**Placed cells, one colour a class**

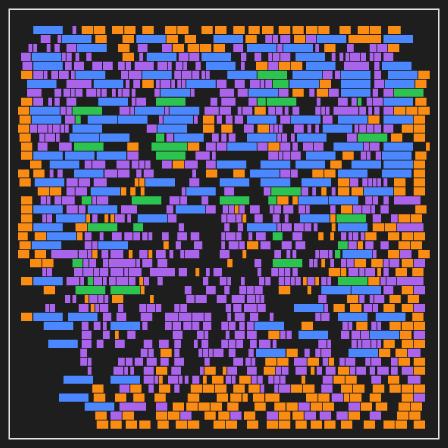
**Sequential cells coloured by netlist name**

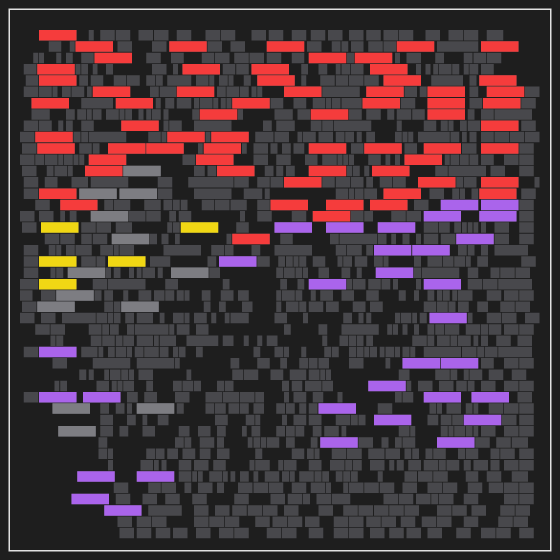
**Cells by drive strength**

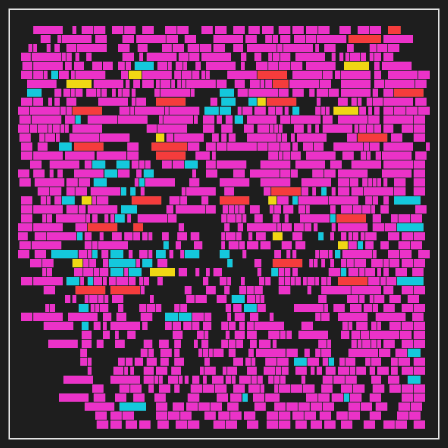
**Congestion heat map**

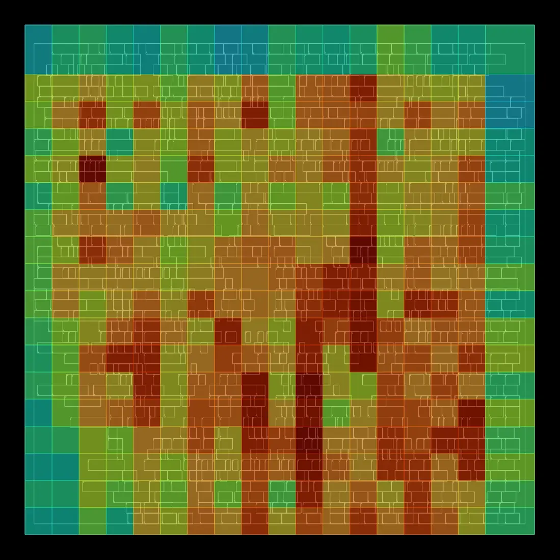
File: src/rtl/writeback_unit_if.sv
// Writeback-stage bundle: memory-stage instruction fields, load read-data return,
// and the registered register-file write port.
interface writeback_unit_if #(
    parameter int unsigned DATA_WIDTH  = 32,
    parameter int unsigned NUM_SOURCES = 4
);
    localparam int unsigned SW = (NUM_SOURCES > 1) ? $clog2(NUM_SOURCES) : 1;
    localparam int unsigned BW = $clog2(DATA_WIDTH / 8);

    logic                              ValidM;
    logic                              RegWriteM;
    logic [4:0]                        RdM;
    logic [SW-1:0]                     ResultSrcM;
    logic [NUM_SOURCES*DATA_WIDTH-1:0] ResultInputsM;
    logic [2:0]                        Funct3M;
    logic [BW-1:0]                     ByteOffsetM;
    logic [DATA_WIDTH-1:0]             ReadDataW;
    logic                              ReadValidW;
    logic                              StallW;
    logic                              RegWriteW;
    logic [4:0]                        RdW;
    logic [DATA_WIDTH-1:0]             ResultW;
    logic [63:0]                       RetireCountW;

    modport master (
        output ValidM, RegWriteM, RdM, ResultSrcM, ResultInputsM, Funct3M, ByteOffsetM,
        output ReadDataW, ReadValidW,
        input  StallW, RegWriteW, RdW, ResultW, RetireCountW
    );

    modport slave (
        input  ValidM, RegWriteM, RdM, ResultSrcM, ResultInputsM, Funct3M, ByteOffsetM,
        input  ReadDataW, ReadValidW,
        output StallW, RegWriteW, RdW, ResultW, RetireCountW
    );
endinterface

File: src/rtl/writeback_unit.sv
// Writeback stage: selects the result source, extends load data, waits for late
// load data, and drives a registered register-file write port plus a retire counter.
module writeback_unit #(
    parameter int unsigned DATA_WIDTH  = 32,
    parameter int unsigned NUM_SOURCES = 4,
    parameter int unsigned LOAD_SRC    = 1
) (
    input  logic         clk,
    input  logic         rst_n,
    writeback_unit_if.slave wb
);
    localparam int unsigned SW = (NUM_SOURCES > 1) ? $clog2(NUM_SOURCES) : 1;
    localparam int unsigned BW = $clog2(DATA_WIDTH / 8);

    typedef enum logic [0:0] {StIdle, StWaitLoad} state_e;

    state_e                state_q;
    logic                  cap_we_q;
    logic [4:0]            cap_rd_q;
    logic [2:0]            cap_f3_q;
    logic [BW-1:0]         cap_off_q;
    logic                  reg_write_q;
    logic [4:0]            rd_q;
    logic [DATA_WIDTH-1:0] result_q;
    logic [63:0]           retire_count_q;

    logic                  complete;
    logic                  capture;
    state_e                state_d;
    logic                  fin_we;
    logic [4:0]            fin_rd;
    logic [DATA_WIDTH-1:0] fin_data;
    logic [DATA_WIDTH-1:0] src_data;

    // Lanes are picked by masking the offset down to the access alignment.
    function automatic logic [DATA_WIDTH-1:0] extend(input logic [DATA_WIDTH-1:0] data,
                                                     input logic [2:0]            f3,
                                                     input logic [BW-1:0]         off);
        logic [BW-1:0]         h_off;
        logic [BW-1:0]         w_off;
        logic [DATA_WIDTH-1:0] b_sh;
        logic [DATA_WIDTH-1:0] h_sh;
        logic [DATA_WIDTH-1:0] w_sh;
        h_off = off & ~BW'(1);
        w_off = off & ~BW'(3);
        b_sh  = data >> {off, 3'b000};
        h_sh  = data >> {h_off, 3'b000};
        w_sh  = data >> {w_off, 3'b000};
        case (f3)
            3'b000:  extend = DATA_WIDTH'($signed(b_sh[7:0]));
            3'b001:  extend = DATA_WIDTH'($signed(h_sh[15:0]));
            3'b010:  extend = DATA_WIDTH'($signed(w_sh[31:0]));
            3'b100:  extend = DATA_WIDTH'(b_sh[7:0]);
            3'b101:  extend = DATA_WIDTH'(h_sh[15:0]);
            3'b110:  extend = DATA_WIDTH'(w_sh[31:0]);
            default: extend = data;
        endcase
    endfunction

    always_comb begin
        src_data = '0;
        for (int k = 0; k < NUM_SOURCES; k++) begin
            if (wb.ResultSrcM == SW'(k)) src_data = wb.ResultInputsM[k*DATA_WIDTH +: DATA_WIDTH];
        end
    end

    always_comb begin
        complete = 1'b0;
        capture  = 1'b0;
        state_d  = state_q;
        fin_we   = wb.RegWriteM;
        fin_rd   = wb.RdM;
        fin_data = '0;
        case (state_q)
            StIdle: begin
                if (wb.ValidM) begin
                    if (wb.ResultSrcM != SW'(LOAD_SRC)) begin
                        complete = 1'b1;
                        fin_data = src_data;
                    end else if (wb.ReadValidW) begin
                        complete = 1'b1;
                        fin_data = extend(wb.ReadDataW, wb.Funct3M, wb.ByteOffsetM);
                    end else begin
                        capture = 1'b1;
                        state_d = StWaitLoad;
                    end
                end
            end
            StWaitLoad: begin
                fin_we = cap_we_q;
                fin_rd = cap_rd_q;
                if (wb.ReadValidW) begin
                    complete = 1'b1;
                    fin_data = extend(wb.ReadDataW, cap_f3_q, cap_off_q);
                    state_d  = StIdle;
                end
            end
            default: state_d = StIdle;
        endcase
    end

    always_ff @(posedge clk or negedge rst_n) begin
        if (!rst_n) begin
            state_q        <= StIdle;
            cap_we_q       <= 1'b0;
            cap_rd_q       <= '0;
            cap_f3_q       <= '0;
            cap_off_q      <= '0;
            reg_write_q    <= 1'b0;
            rd_q           <= '0;
            result_q       <= '0;
            retire_count_q <= '0;
        end else begin
            state_q     <= state_d;
            reg_write_q <= complete && fin_we && (fin_rd != 5'd0);
            if (capture) begin
                cap_we_q  <= wb.RegWriteM;
                cap_rd_q  <= wb.RdM;
                cap_f3_q  <= wb.Funct3M;
                cap_off_q <= wb.ByteOffsetM;
            end
            // Rd/result only move with a real write so they hold while the enable is low.
            if (complete && fin_we && (fin_rd != 5'd0)) begin
                rd_q     <= fin_rd;
                result_q <= fin_data;
            end
            if (complete) retire_count_q <= retire_count_q + 64'd1;
        end
    end

    assign wb.StallW       = (state_q == StWaitLoad) && !wb.ReadValidW;
    assign wb.RegWriteW    = reg_write_q;
    assign wb.RdW          = rd_q;
    assign wb.ResultW      = result_q;
    assign wb.RetireCountW = retire_count_q;
endmodule
File: src/flat_wrapper.sv
// flat-port wrapper written by rule: the top's interface ports become plain ports
module writeback_unit_flat 
#(
    parameter int unsigned DATA_WIDTH  = 32,
    parameter int unsigned NUM_SOURCES = 4,
    parameter int unsigned LOAD_SRC    = 1
)
  (clk, rst_n, wb_ValidM, wb_RegWriteM, wb_RdM, wb_ResultSrcM, wb_ResultInputsM, wb_Funct3M, wb_ByteOffsetM, wb_ReadDataW, wb_ReadValidW, wb_StallW, wb_RegWriteW, wb_RdW, wb_ResultW, wb_RetireCountW);
  writeback_unit_if #(.DATA_WIDTH(DATA_WIDTH), .NUM_SOURCES(NUM_SOURCES)) wb_i ();
  input  logic clk;
  input  logic rst_n;
  input wire logic [$bits(wb_i.ValidM)-1:0] wb_ValidM;
  input wire logic [$bits(wb_i.RegWriteM)-1:0] wb_RegWriteM;
  input wire logic [$bits(wb_i.RdM)-1:0] wb_RdM;
  input wire logic [$bits(wb_i.ResultSrcM)-1:0] wb_ResultSrcM;
  input wire logic [$bits(wb_i.ResultInputsM)-1:0] wb_ResultInputsM;
  input wire logic [$bits(wb_i.Funct3M)-1:0] wb_Funct3M;
  input wire logic [$bits(wb_i.ByteOffsetM)-1:0] wb_ByteOffsetM;
  input wire logic [$bits(wb_i.ReadDataW)-1:0] wb_ReadDataW;
  input wire logic [$bits(wb_i.ReadValidW)-1:0] wb_ReadValidW;
  output wire logic [$bits(wb_i.StallW)-1:0] wb_StallW;
  output wire logic [$bits(wb_i.RegWriteW)-1:0] wb_RegWriteW;
  output wire logic [$bits(wb_i.RdW)-1:0] wb_RdW;
  output wire logic [$bits(wb_i.ResultW)-1:0] wb_ResultW;
  output wire logic [$bits(wb_i.RetireCountW)-1:0] wb_RetireCountW;
  assign wb_i.ValidM = wb_ValidM;
  assign wb_i.RegWriteM = wb_RegWriteM;
  assign wb_i.RdM = wb_RdM;
  assign wb_i.ResultSrcM = wb_ResultSrcM;
  assign wb_i.ResultInputsM = wb_ResultInputsM;
  assign wb_i.Funct3M = wb_Funct3M;
  assign wb_i.ByteOffsetM = wb_ByteOffsetM;
  assign wb_i.ReadDataW = wb_ReadDataW;
  assign wb_i.ReadValidW = wb_ReadValidW;
  assign wb_StallW = wb_i.StallW;
  assign wb_RegWriteW = wb_i.RegWriteW;
  assign wb_RdW = wb_i.RdW;
  assign wb_ResultW = wb_i.ResultW;
  assign wb_RetireCountW = wb_i.RetireCountW;
  writeback_unit #(.DATA_WIDTH(DATA_WIDTH), .NUM_SOURCES(NUM_SOURCES), .LOAD_SRC(LOAD_SRC)) u_core (.clk(clk), .rst_n(rst_n), .wb(wb_i));
endmodule
File: config.mk
export PLATFORM = sky130hd
export DESIGN_NAME = writeback_unit_flat
export DESIGN_NICKNAME = d
export VERILOG_FILES = /design/src/rtl/writeback_unit_if.sv /design/src/rtl/writeback_unit.sv /design/src/flat_wrapper.sv
export SDC_FILE = /design/constraint.sdc
export NUM_CORES = 1
export LEC_CHECK = 0
export CAP_MARGIN = 20
export CORE_MARGIN = 2
export CORE_UTILIZATION = 45
export CTS_CLUSTER_SIZE = 28
export DETAILED_ROUTE_END_ITERATION = 10
export GPL_TIMING_DRIVEN = 0
export PLACE_DENSITY = 0.79
export SLEW_MARGIN = 20
export SYNTH_ARGS = -nofsm -noshare
export SYNTH_HDL_FRONTEND = slang
export SYNTH_SLANG_ARGS = --single-unit
File: constraint.sdc
create_clock -name clk -period 2.5 [get_ports clk]
set_input_delay 0.375 -clock clk [delete_from_list [all_inputs] [get_ports clk]]
set_output_delay 0.375 -clock clk [all_outputs]
set_load 0.05 [all_outputs]
==> CHANGELOG.md <==
## Flow update

* Outcome: completed
* Gate Area at 4020 sq um
* Largest cells by area after synthesis: dfrtp_1, mux2i_1, xnor2_1
* Dpl cells at 1225
* Port Buf Inserts at 245
* Non-filler cells, final at 1257
* Pwr Density at 687 nW/um^2
* Cycle use final at just under 100%
* Ao+oa area frac at 19.3%
* Clk. pwr at between 2000 and 2500 uW
* DP Area at 9870 sq um
* YS chip area at 7130 sq um
* MUX share of area at 9.66%
* Main logic family after synthesis: AND-OR/OR-AND gates
* Die height at 130 um
* Registers, synthesis at 114
* Initial drt markers at 600
* Number of antenna violations at the first check in global routing at 1
* Post-route minimum period at 2.40 ns
* Log Warnings at slightly below 60
* Pre-antenna DRT Iters at 5
* Comb pwr at 2600 uW
* Synthesized area per cell at slightly above 9 sq um
* Place WS at -0.568 ns
* Clk ins delay skew pair at 0.42 ns
* DRC at 0
* Simple-gate share of the synthesized area at a little under a fifth
* Clk sinks at between 100 and 150
## Picture notes: 'placed cells, one colour a class'
combinational and other logic -> purple  # cells 607
sequential cells -> blue  # cells 114
remaining buffers and delay cells -> orange  # cells 293
clock drivers and dummy loads -> green  # cells 31
sequential share of cell area: 27.2%
design area: 10500 sq um
core area: 15300 sq um

## Picture notes: 'sequential cells coloured by netlist name'
`u_core.wb.RdW` -> yellow  # sequential cells 5, where west
`u_core.wb.RetireCountW` -> red  # sequential cells 64
`u_core.wb.ResultW` -> purple  # sequential cells 32

## Picture notes: 'cells by drive strength'
_3 and _4 cells -> yellow  # cells 12
_6 and larger -> red  # cells 22
_0 and _1 cells -> magenta  # cells 948
_2 cells -> cyan  # cells 63
worst setup margin: 0.0992 ns
P&R area growth vs syn: 47.0%

## Picture notes: 'congestion heat map'
GR peak layer: met2
GRT Total Usage: 31.5%
final core utilization: 68.4%

-- layout make-up --
class	instances	share of cell area (%)
antenna	1	0.0239
tap	211	2.52
clock buffer	19	4.23
timing repair buffer	247	23.8
clock inverter	12	1.06
sequential	114	27.2
multi-input combinational	582	38.4
buffer	46	1.84
inverter	25	0.896
-- routing by layer --
metal / global-route usage [%] / vias to the layer above / wire length [um]
met5: 0 / - / 0
met2: 49.4 / 409 / 12300
met1: 42.4 / 3574 / 11000
met3: 6.19 / 80 / 2420
li1: - / 3379 / -
met4: 14.6 / 0 / 1070
-- worst max-delay path, stage by stage --
cell and delay, ns:
clkdlybuf4s50_1 0.57, mux2_2 0.39, a22oi_1 0.61, o311ai_0 0.24, o21ai_0 0.36, a31oi_1 0.15
-- cells in the final DEF (no fill, tap or decap), types with 9 or more instances in the layout --
cell type | Yosys | final
clkbuf_16 | 0 | 17
o221ai_1 | 21 | 21
a22oi_1 | 19 | 19
clkbuf_1 | 26 | 25
nand2_1 | 40 | 40
a211oi_1 | 11 | 11
nor2b_1 | 18 | 17
buf_2 | 15 | 15
xnor2_1 | 34 | 34
nand4_1 | 24 | 24
a31oi_1 | 20 | 19
nor3_1 | 14 | 14
o21ai_0 | 41 | 41
nand3_1 | 20 | 20
a21o_1 | 9 | 9
xor2_1 | 28 | 28
mux2_2 | 18 | 18
inv_1 | 24 | 24
nor2_1 | 78 | 77
nand2b_1 | 13 | 11
mux2i_1 | 35 | 34
clkdlybuf4s50_1 | 0 | 241
dfrtp_1 | 114 | 114
a21oi_1 | 45 | 44
Power figures rest on the tool's default switching activity, not on a simulated workload.
